## src/rtl/hack_mem_arbiter_pkg.sv

```systemverilog
// Shared types and constants for the Hack data-memory arbiter.
// Holds the FSM state enum, port indices and memory-map bases.
package hack_mem_pkg;

   typedef enum logic [1:0] {
      ST_IDLE,
      ST_OWN_CPU,
      ST_OWN_DMA
   } arb_state_e;

   localparam logic PORT_CPU = 1'b0;
   localparam logic PORT_DMA = 1'b1;

   localparam logic [14:0] SCREEN_BASE = 15'h4000;
   localparam logic [14:0] KBD_ADDR    = 15'h6000;

   function automatic arb_state_e own_state(logic port);
      return (port == PORT_DMA) ? ST_OWN_DMA : ST_OWN_CPU;
   endfunction

endpackage

```

## src/rtl/hack_mem_arbiter_if.sv

```systemverilog
// Bus bundle between the two requesters, the arbiter and memory.
// slave: arbiter side. master: requesters plus memory block side.
interface hack_mem_arbiter_if;

   logic        cpu_req;
   logic        cpu_we;
   logic [14:0] cpu_addr;
   logic [15:0] cpu_wdata;
   logic        cpu_gnt;
   logic        cpu_rvalid;
   logic [15:0] cpu_rdata;

   logic        dma_req;
   logic        dma_we;
   logic [14:0] dma_addr;
   logic [15:0] dma_wdata;
   logic        dma_gnt;
   logic        dma_rvalid;
   logic [15:0] dma_rdata;

   logic [15:0] mem_in;
   logic        mem_load;
   logic [14:0] mem_address;
   logic [15:0] mem_out;

   modport slave (
      input  cpu_req, cpu_we, cpu_addr, cpu_wdata,
      output cpu_gnt, cpu_rvalid, cpu_rdata,
      input  dma_req, dma_we, dma_addr, dma_wdata,
      output dma_gnt, dma_rvalid, dma_rdata,
      output mem_in, mem_load, mem_address,
      input  mem_out
   );

   modport master (
      output cpu_req, cpu_we, cpu_addr, cpu_wdata,
      input  cpu_gnt, cpu_rvalid, cpu_rdata,
      output dma_req, dma_we, dma_addr, dma_wdata,
      input  dma_gnt, dma_rvalid, dma_rdata,
      input  mem_in, mem_load, mem_address,
      output mem_out
   );

endinterface

```

## src/rtl/hack_mem_arbiter_rd_tag_pipe.sv

```systemverilog
// Read-tag shift register: {valid, port} per issued read.
// Ports: push_i/port_i in, per-port rvalid_o and busy_o out.
module rd_tag_pipe
   import hack_mem_pkg::*;
#(
   parameter int unsigned RD_LAT = 1
) (
   input  logic clk,
   input  logic rst_n,
   input  logic push_i,
   input  logic port_i,
   output logic cpu_rvalid_o,
   output logic dma_rvalid_o,
   output logic busy_o
);

   localparam int unsigned DEPTH = RD_LAT + 1;

   logic [DEPTH-1:0] vld_q;
   logic [DEPTH-1:0] port_q;

   always_ff @(posedge clk or negedge rst_n) begin
      if (!rst_n) begin
         vld_q  <= '0;
         port_q <= '0;
      end else begin
         vld_q  <= (vld_q << 1) | DEPTH'(push_i);
         port_q <= (port_q << 1) | DEPTH'(port_i);
      end
   end

   assign cpu_rvalid_o = vld_q[DEPTH-1] & (port_q[DEPTH-1] == PORT_CPU);
   assign dma_rvalid_o = vld_q[DEPTH-1] & (port_q[DEPTH-1] == PORT_DMA);

   // Includes the tail: a read is in flight up to its rvalid cycle.
   assign busy_o = |vld_q;

endmodule

```

## src/rtl/hack_mem_arbiter.sv

```systemverilog
// Arbitrates CPU and DMA onto the single Hack data-memory port.
// Ports: clk, reset (async, active-low), bus (slave modport).
module hack_mem_arbiter
   import hack_mem_pkg::*;
#(
   parameter int unsigned RD_LAT    = 1,
   parameter int unsigned MAX_BURST = 4
) (
   input  logic               clk,
   input  logic               reset,
   hack_mem_arbiter_if.slave  bus
);

   localparam int unsigned CW = $clog2(MAX_BURST + 1);
   localparam logic [CW-1:0] BURST_MAX = CW'(MAX_BURST);

   arb_state_e    state_q;
   logic [CW-1:0] burst_q;
   logic [14:0]   addr_q;
   logic [15:0]   wdata_q;
   logic          load_q;

   logic        sel_vld;
   logic        sel_port;
   logic        sel_we;
   logic [14:0] sel_addr;
   logic [15:0] sel_wdata;
   logic        stall;
   logic        gnt_any;
   logic        rd_busy;
   logic        cpu_rv;
   logic        dma_rv;

   always_comb begin
      sel_vld  = bus.cpu_req | bus.dma_req;
      sel_port = PORT_CPU;
      unique case (state_q)
         ST_IDLE:
            sel_port = bus.cpu_req ? PORT_CPU : PORT_DMA;
         ST_OWN_CPU:
            sel_port = (bus.cpu_req &&
                        (!bus.dma_req || burst_q < BURST_MAX))
                       ? PORT_CPU : PORT_DMA;
         ST_OWN_DMA:
            sel_port = (bus.dma_req &&
                        (!bus.cpu_req || burst_q < BURST_MAX))
                       ? PORT_DMA : PORT_CPU;
         default:
            sel_port = PORT_CPU;
      endcase

      sel_we    = (sel_port == PORT_DMA) ? bus.dma_we    : bus.cpu_we;
      sel_addr  = (sel_port == PORT_DMA) ? bus.dma_addr  : bus.cpu_addr;
      sel_wdata = (sel_port == PORT_DMA) ? bus.dma_wdata : bus.cpu_wdata;

      // A write would freeze the memory output register under a read.
      stall   = sel_we & rd_busy;
      gnt_any = sel_vld & ~stall & reset;
   end

   assign bus.cpu_gnt = gnt_any & (sel_port == PORT_CPU);
   assign bus.dma_gnt = gnt_any & (sel_port == PORT_DMA);

   always_ff @(posedge clk or negedge reset) begin
      if (!reset) begin
         state_q <= ST_IDLE;
         burst_q <= '0;
         addr_q  <= '0;
         wdata_q <= '0;
         load_q  <= 1'b0;
      end else begin
         load_q <= gnt_any & sel_we;
         if (gnt_any) begin
            addr_q <= sel_addr;
            if (sel_we) begin
               wdata_q <= sel_wdata;
            end
            if (state_q == own_state(sel_port)) begin
               if (burst_q < BURST_MAX) begin
                  burst_q <= burst_q + 1'b1;
               end
            end else begin
               state_q <= own_state(sel_port);
               burst_q <= CW'(1);
            end
         end else if (!sel_vld) begin
            state_q <= ST_IDLE;
            burst_q <= '0;
         end
      end
   end

   rd_tag_pipe #(
      .RD_LAT (RD_LAT)
   ) u_tags (
      .clk          (clk),
      .rst_n        (reset),
      .push_i       (gnt_any & ~sel_we),
      .port_i       (sel_port),
      .cpu_rvalid_o (cpu_rv),
      .dma_rvalid_o (dma_rv),
      .busy_o       (rd_busy)
   );

   assign bus.cpu_rvalid  = cpu_rv;
   assign bus.dma_rvalid  = dma_rv;
   assign bus.cpu_rdata   = bus.mem_out;
   assign bus.dma_rdata   = bus.mem_out;
   assign bus.mem_in      = wdata_q;
   assign bus.mem_load    = load_q;
   assign bus.mem_address = addr_q;

endmodule

```

## src/flat_wrapper.sv

```systemverilog
// flat-port wrapper written by rule: the top's interface ports become plain ports
module hack_mem_arbiter_flat import hack_mem_pkg::*;
#(
   parameter int unsigned RD_LAT    = 1,
   parameter int unsigned MAX_BURST = 4
)
  (clk, reset, bus_cpu_req, bus_cpu_we, bus_cpu_addr, bus_cpu_wdata, bus_cpu_gnt, bus_cpu_rvalid, bus_cpu_rdata, bus_dma_req, bus_dma_we, bus_dma_addr, bus_dma_wdata, bus_dma_gnt, bus_dma_rvalid, bus_dma_rdata, bus_mem_in, bus_mem_load, bus_mem_address, bus_mem_out);
  hack_mem_arbiter_if bus_i ();
  input  logic clk;
  input  logic reset;
  input wire logic [$bits(bus_i.cpu_req)-1:0] bus_cpu_req;
  input wire logic [$bits(bus_i.cpu_we)-1:0] bus_cpu_we;
  input wire logic [$bits(bus_i.cpu_addr)-1:0] bus_cpu_addr;
  input wire logic [$bits(bus_i.cpu_wdata)-1:0] bus_cpu_wdata;
  output wire logic [$bits(bus_i.cpu_gnt)-1:0] bus_cpu_gnt;
  output wire logic [$bits(bus_i.cpu_rvalid)-1:0] bus_cpu_rvalid;
  output wire logic [$bits(bus_i.cpu_rdata)-1:0] bus_cpu_rdata;
  input wire logic [$bits(bus_i.dma_req)-1:0] bus_dma_req;
  input wire logic [$bits(bus_i.dma_we)-1:0] bus_dma_we;
  input wire logic [$bits(bus_i.dma_addr)-1:0] bus_dma_addr;
  input wire logic [$bits(bus_i.dma_wdata)-1:0] bus_dma_wdata;
  output wire logic [$bits(bus_i.dma_gnt)-1:0] bus_dma_gnt;
  output wire logic [$bits(bus_i.dma_rvalid)-1:0] bus_dma_rvalid;
  output wire logic [$bits(bus_i.dma_rdata)-1:0] bus_dma_rdata;
  output wire logic [$bits(bus_i.mem_in)-1:0] bus_mem_in;
  output wire logic [$bits(bus_i.mem_load)-1:0] bus_mem_load;
  output wire logic [$bits(bus_i.mem_address)-1:0] bus_mem_address;
  input wire logic [$bits(bus_i.mem_out)-1:0] bus_mem_out;
  assign bus_i.cpu_req = bus_cpu_req;
  assign bus_i.cpu_we = bus_cpu_we;
  assign bus_i.cpu_addr = bus_cpu_addr;
  assign bus_i.cpu_wdata = bus_cpu_wdata;
  assign bus_cpu_gnt = bus_i.cpu_gnt;
  assign bus_cpu_rvalid = bus_i.cpu_rvalid;
  assign bus_cpu_rdata = bus_i.cpu_rdata;
  assign bus_i.dma_req = bus_dma_req;
  assign bus_i.dma_we = bus_dma_we;
  assign bus_i.dma_addr = bus_dma_addr;
  assign bus_i.dma_wdata = bus_dma_wdata;
  assign bus_dma_gnt = bus_i.dma_gnt;
  assign bus_dma_rvalid = bus_i.dma_rvalid;
  assign bus_dma_rdata = bus_i.dma_rdata;
  assign bus_mem_in = bus_i.mem_in;
  assign bus_mem_load = bus_i.mem_load;
  assign bus_mem_address = bus_i.mem_address;
  assign bus_i.mem_out = bus_mem_out;
  hack_mem_arbiter #(.RD_LAT(RD_LAT), .MAX_BURST(MAX_BURST)) u_core (.clk(clk), .reset(reset), .bus(bus_i));
endmodule
```

## config.mk

```make
export PLATFORM = sky130hd
export DESIGN_NAME = hack_mem_arbiter_flat
export DESIGN_NICKNAME = d
export VERILOG_FILES = /design/src/rtl/hack_mem_arbiter_pkg.sv /design/src/rtl/hack_mem_arbiter_if.sv /design/src/rtl/hack_mem_arbiter_rd_tag_pipe.sv /design/src/rtl/hack_mem_arbiter.sv /design/src/flat_wrapper.sv
export SDC_FILE = /design/constraint.sdc
export NUM_CORES = 1
export LEC_CHECK = 0
export ABC_AREA = 1
export CAP_MARGIN = 30
export CELL_PAD_IN_SITES_DETAIL_PLACEMENT = 1
export CELL_PAD_IN_SITES_GLOBAL_PLACEMENT = 2
export CORE_MARGIN = 3
export CORE_UTILIZATION = 21
export DETAILED_ROUTE_END_ITERATION = 12
export GPL_TIMING_DRIVEN = 0
export PLACE_DENSITY_LB_ADDON = 0.3
export SYNTH_ARGS = -nofsm -noshare
export SYNTH_HDL_FRONTEND = slang
export SYNTH_HIERARCHICAL = 1
export SYNTH_SLANG_ARGS = --single-unit
```

## constraint.sdc

```tcl
create_clock -name clk -period 2.8 [get_ports clk]
set_clock_uncertainty 0.2 [all_clocks]
set_input_delay 0.42 -clock clk [delete_from_list [all_inputs] [get_ports clk]]
set_output_delay 0.42 -clock clk [all_outputs]
set_load 0.05 [all_outputs]
```

### Close-up of the layout, run 1

Region (31, 53) to (81, 103) µm. Cells in gray, sequential cells in the stronger gray; small squares are vias.
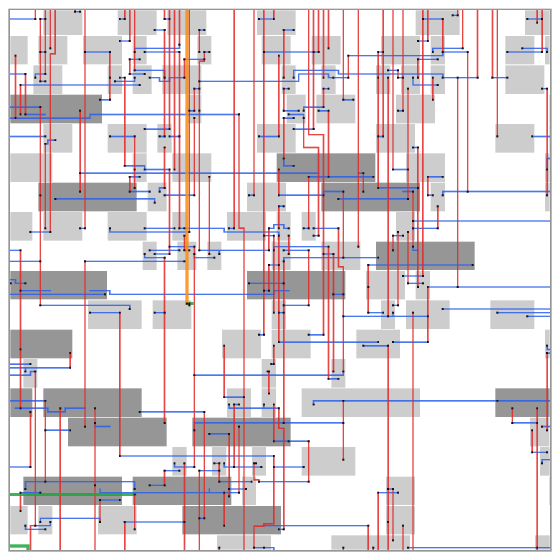
color	layer
green	M3
orange	M4
blue	M1
red	M2
netlist names of flops here include	u_core/bus.mem_address (8), u_core/bus.mem_in (3), u_core/u_tags/port_q (2)
cells with their middle in the window	102
sequential cells in the window	15
most frequent	clkdlybuf4s50_1 (27), nand2_1 (26), dfrtp_1 (15)

### Supply network, run 1

(4 px per µm) Pins as bars on the die edge.
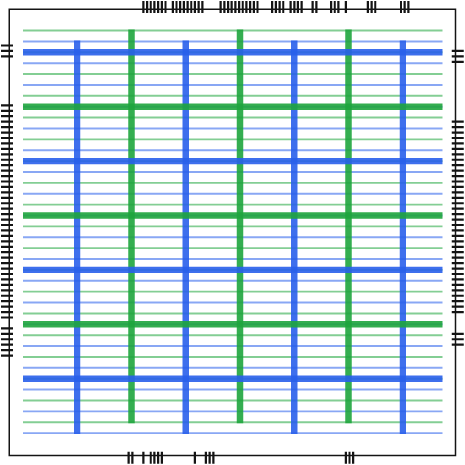
color	net
blue	VSS
green	VDD
met5 straps	7
met1 rails	38

### Sizing map, run 1

(2 px per µm)
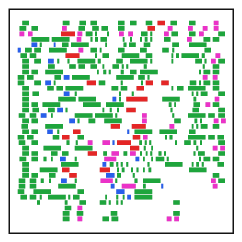
color	size	cells	most used
green	x1 and smaller	316	clkdlybuf4s50_1
blue	x2	23	o21ai_2
red	x6 and larger	21	buf_6
magenta	x3 and x4	43	buf_4

### Placed standard cells, run 1

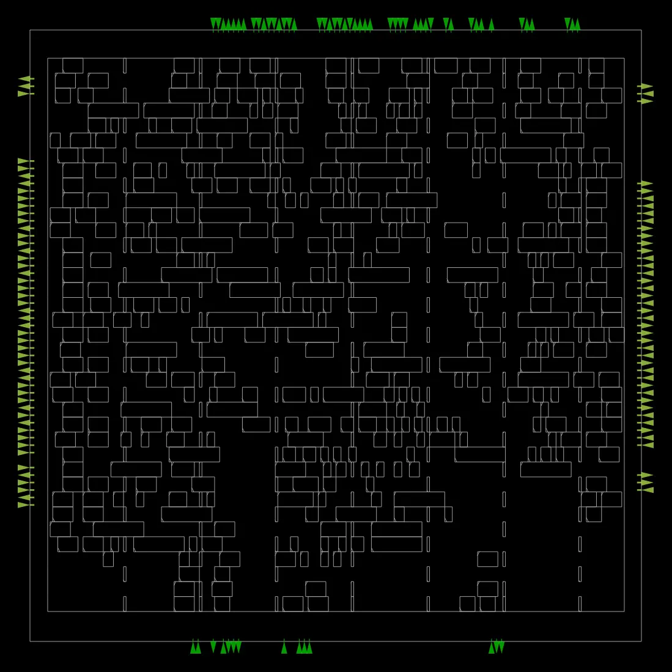
share of the final layout cell area in sequential cells: 25.3%
fraction of the core area covered by cells at the end of the flow: 38.5%

==> changes_impl.md, run 1 <==
### Implementation results

- Outcome: finished clean
- CTS tree: done
- Number of instances in the synthesized netlist: 252
- Total nets after synthesis: approximately 340
- Normalized max-slew margin: 56.3%
- Clock tree cell share of total cell area: 2.83%
- Post-placement worst setup slack: -0.591 ns
- Beginning of the critical path: bus_dma_req
- Number of filler instances in the final layout: ~1200
- Power share of the clock group: around 12%
- R2r setup slk: 0.89 ns
- Number of distinct standard cells referenced by the synthesized netlist: 24
- TritonCTS Buffers: 5
- Most numerous cell types in the synthesized netlist: nand2_1, dfrtp_1, buf_4
- NonClk Buf Share: 43.9%
- Crit-path max FO: 10
- Final std cells w/o fill: 539
- Final number of max-transition violations: 0
- Sum Neg Setup Slack: 0 ns
- Post-Route Hold Slack: 0.183 ns
- Kind of start point of the critical path: primary input
- Most common cell after layout, fill and taps aside: clkdlybuf4s50_1
- Detailed-route via count: between 2000 and 2500
- Number of post-CTS setup repair buffers: 0
- Met3 layer usage reported by global route: 4.26%
- Fraction of synthesized cell area in xor and xnor cells: 0%
- Share of the final layout cell area in multi-input gates: 22.4%
- Routed met1 length: approximately 2800 µm
### Wiring heat map, run 1

(3 px per µm) The die is cut into 22 by 22 equal tiles; dark purple is low, yellow is high, scaled to the fullest tile. Values are wire area over tile area, all layers added.
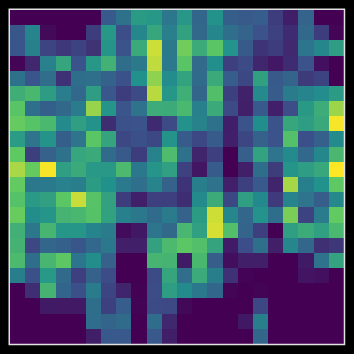

==> run 1 -> run 2 <==
Settings changed: CORE_ASPECT_RATIO set to 1.5.
### Wiring heat map, run 2

(3 px per µm) The die is cut into 18 by 27 equal tiles; dark purple is low, yellow is high, scaled to the fullest tile. Values are wire area over tile area, all layers added.
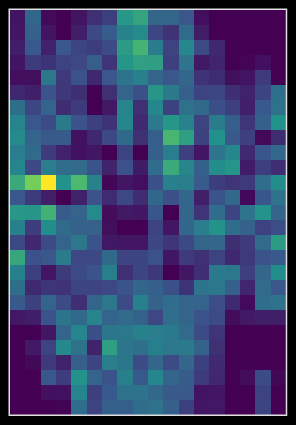
mean over tiles	0.10
tiles over half the peak	5.6%
nearly empty tiles	13%
fullest tile	0.43

==> run 2 against run 1 <==
Non-clock buffer count decreased by 2. Utilization increased by 0.068 points. Global-route usage increased by 1.1 points.
==> changes_impl.md, run 2 <==
### Implementation results

- Number of filler instances in the final layout: 1243
- Kind of start point of the critical path: flip-flop
- Fraction of synthesized cell area in xor and xnor cells: 0%
- Cell family with the largest share of critical-path delay: simple AND/OR/NAND/NOR gates
- AO/OA Area Share: 6.14%
- Unrepaired setup endpoints after global routing: false
- Met3 layer usage reported by global route: 3.18%
- Antenna violations before repair: 0
- Violation tally from detailed-route iteration zero: 81
- Number of instances in the synthesized netlist: 252
- Power share of the clock group: about 16%
- End point of the critical path: bus_cpu_gnt
- Detailed-route via count: 2211
- Most numerous cell types in the synthesized netlist: nand2_1, dfrtp_1, buf_4
- Switching power: ~0.0020 W
- Post-placement worst setup slack: -0.657 ns
- Share of the final layout cell area in multi-input gates: 22.3%
- PwrDens: 1020 mW/mm²
- Post-Route Hold Slack: 0.148 ns
- Topmost layer with routed signal wires: met4
- Fraction of the yosys area taken by sequential cells: 44.1%
- Final std cells w/o fill: 545
- Final number of max-transition violations: 0
- Mapped cell area: 0.00232 mm²
- Beginning of the critical path: u_core/state_q[1]
- Share of the final layout cell area in sequential cells: 24.9%
- Fraction of the core area covered by cells at the end of the flow: 38.5%
- FP Core Util: between 20 and 25%
- Launch point of the worst hold path: u_core/u_tags/port_q[0]
- Clock tree cell share of total cell area: 4.28%
- Number of distinct standard cells referenced by the synthesized netlist: 24
- Crit-path max FO: 10
- Routed length on met2: roughly 4200 µm
- Number of post-CTS setup repair buffers: 1
- TritonCTS Buffers: 5
- NonClk Buf Share: roughly 43%
- Most common cell after layout, fill and taps aside: clkdlybuf4s50_1
- Total nets after synthesis: 337
- Normalized max-slew margin: 49.5%
- Routed met1 length: a little under 3000 µm
- CTS tree: done
- R2r setup slk: between 0.8 and 0.9 ns
- Setup Viol. Count Final: 0
- Sum Neg Setup Slack: 0 ns
- Met3 wire length: around 550 µm
- Outcome: finished clean
### Close-up of the layout, run 2

Region (21, 69) to (71, 119) µm. Cells in gray, sequential cells in the stronger gray; small squares are vias.
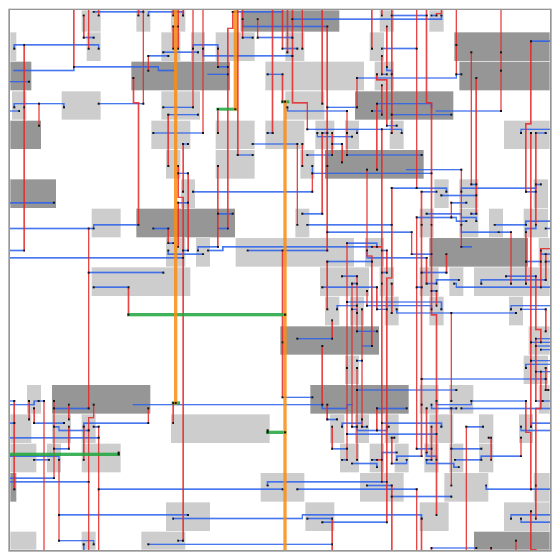
color	layer
orange	M4
blue	M1
red	M2
green	M3
sequential cells in the window	12
cells with their middle in the window	100
most frequent	nand2_1 (30), clkdlybuf4s50_1 (12), dfrtp_1 (12)
netlist names of flops here include	u_core/bus.mem_address (6), u_core/burst_q (3), u_core/state_q (2)

Power is estimated from default activity; no workload was simulated.
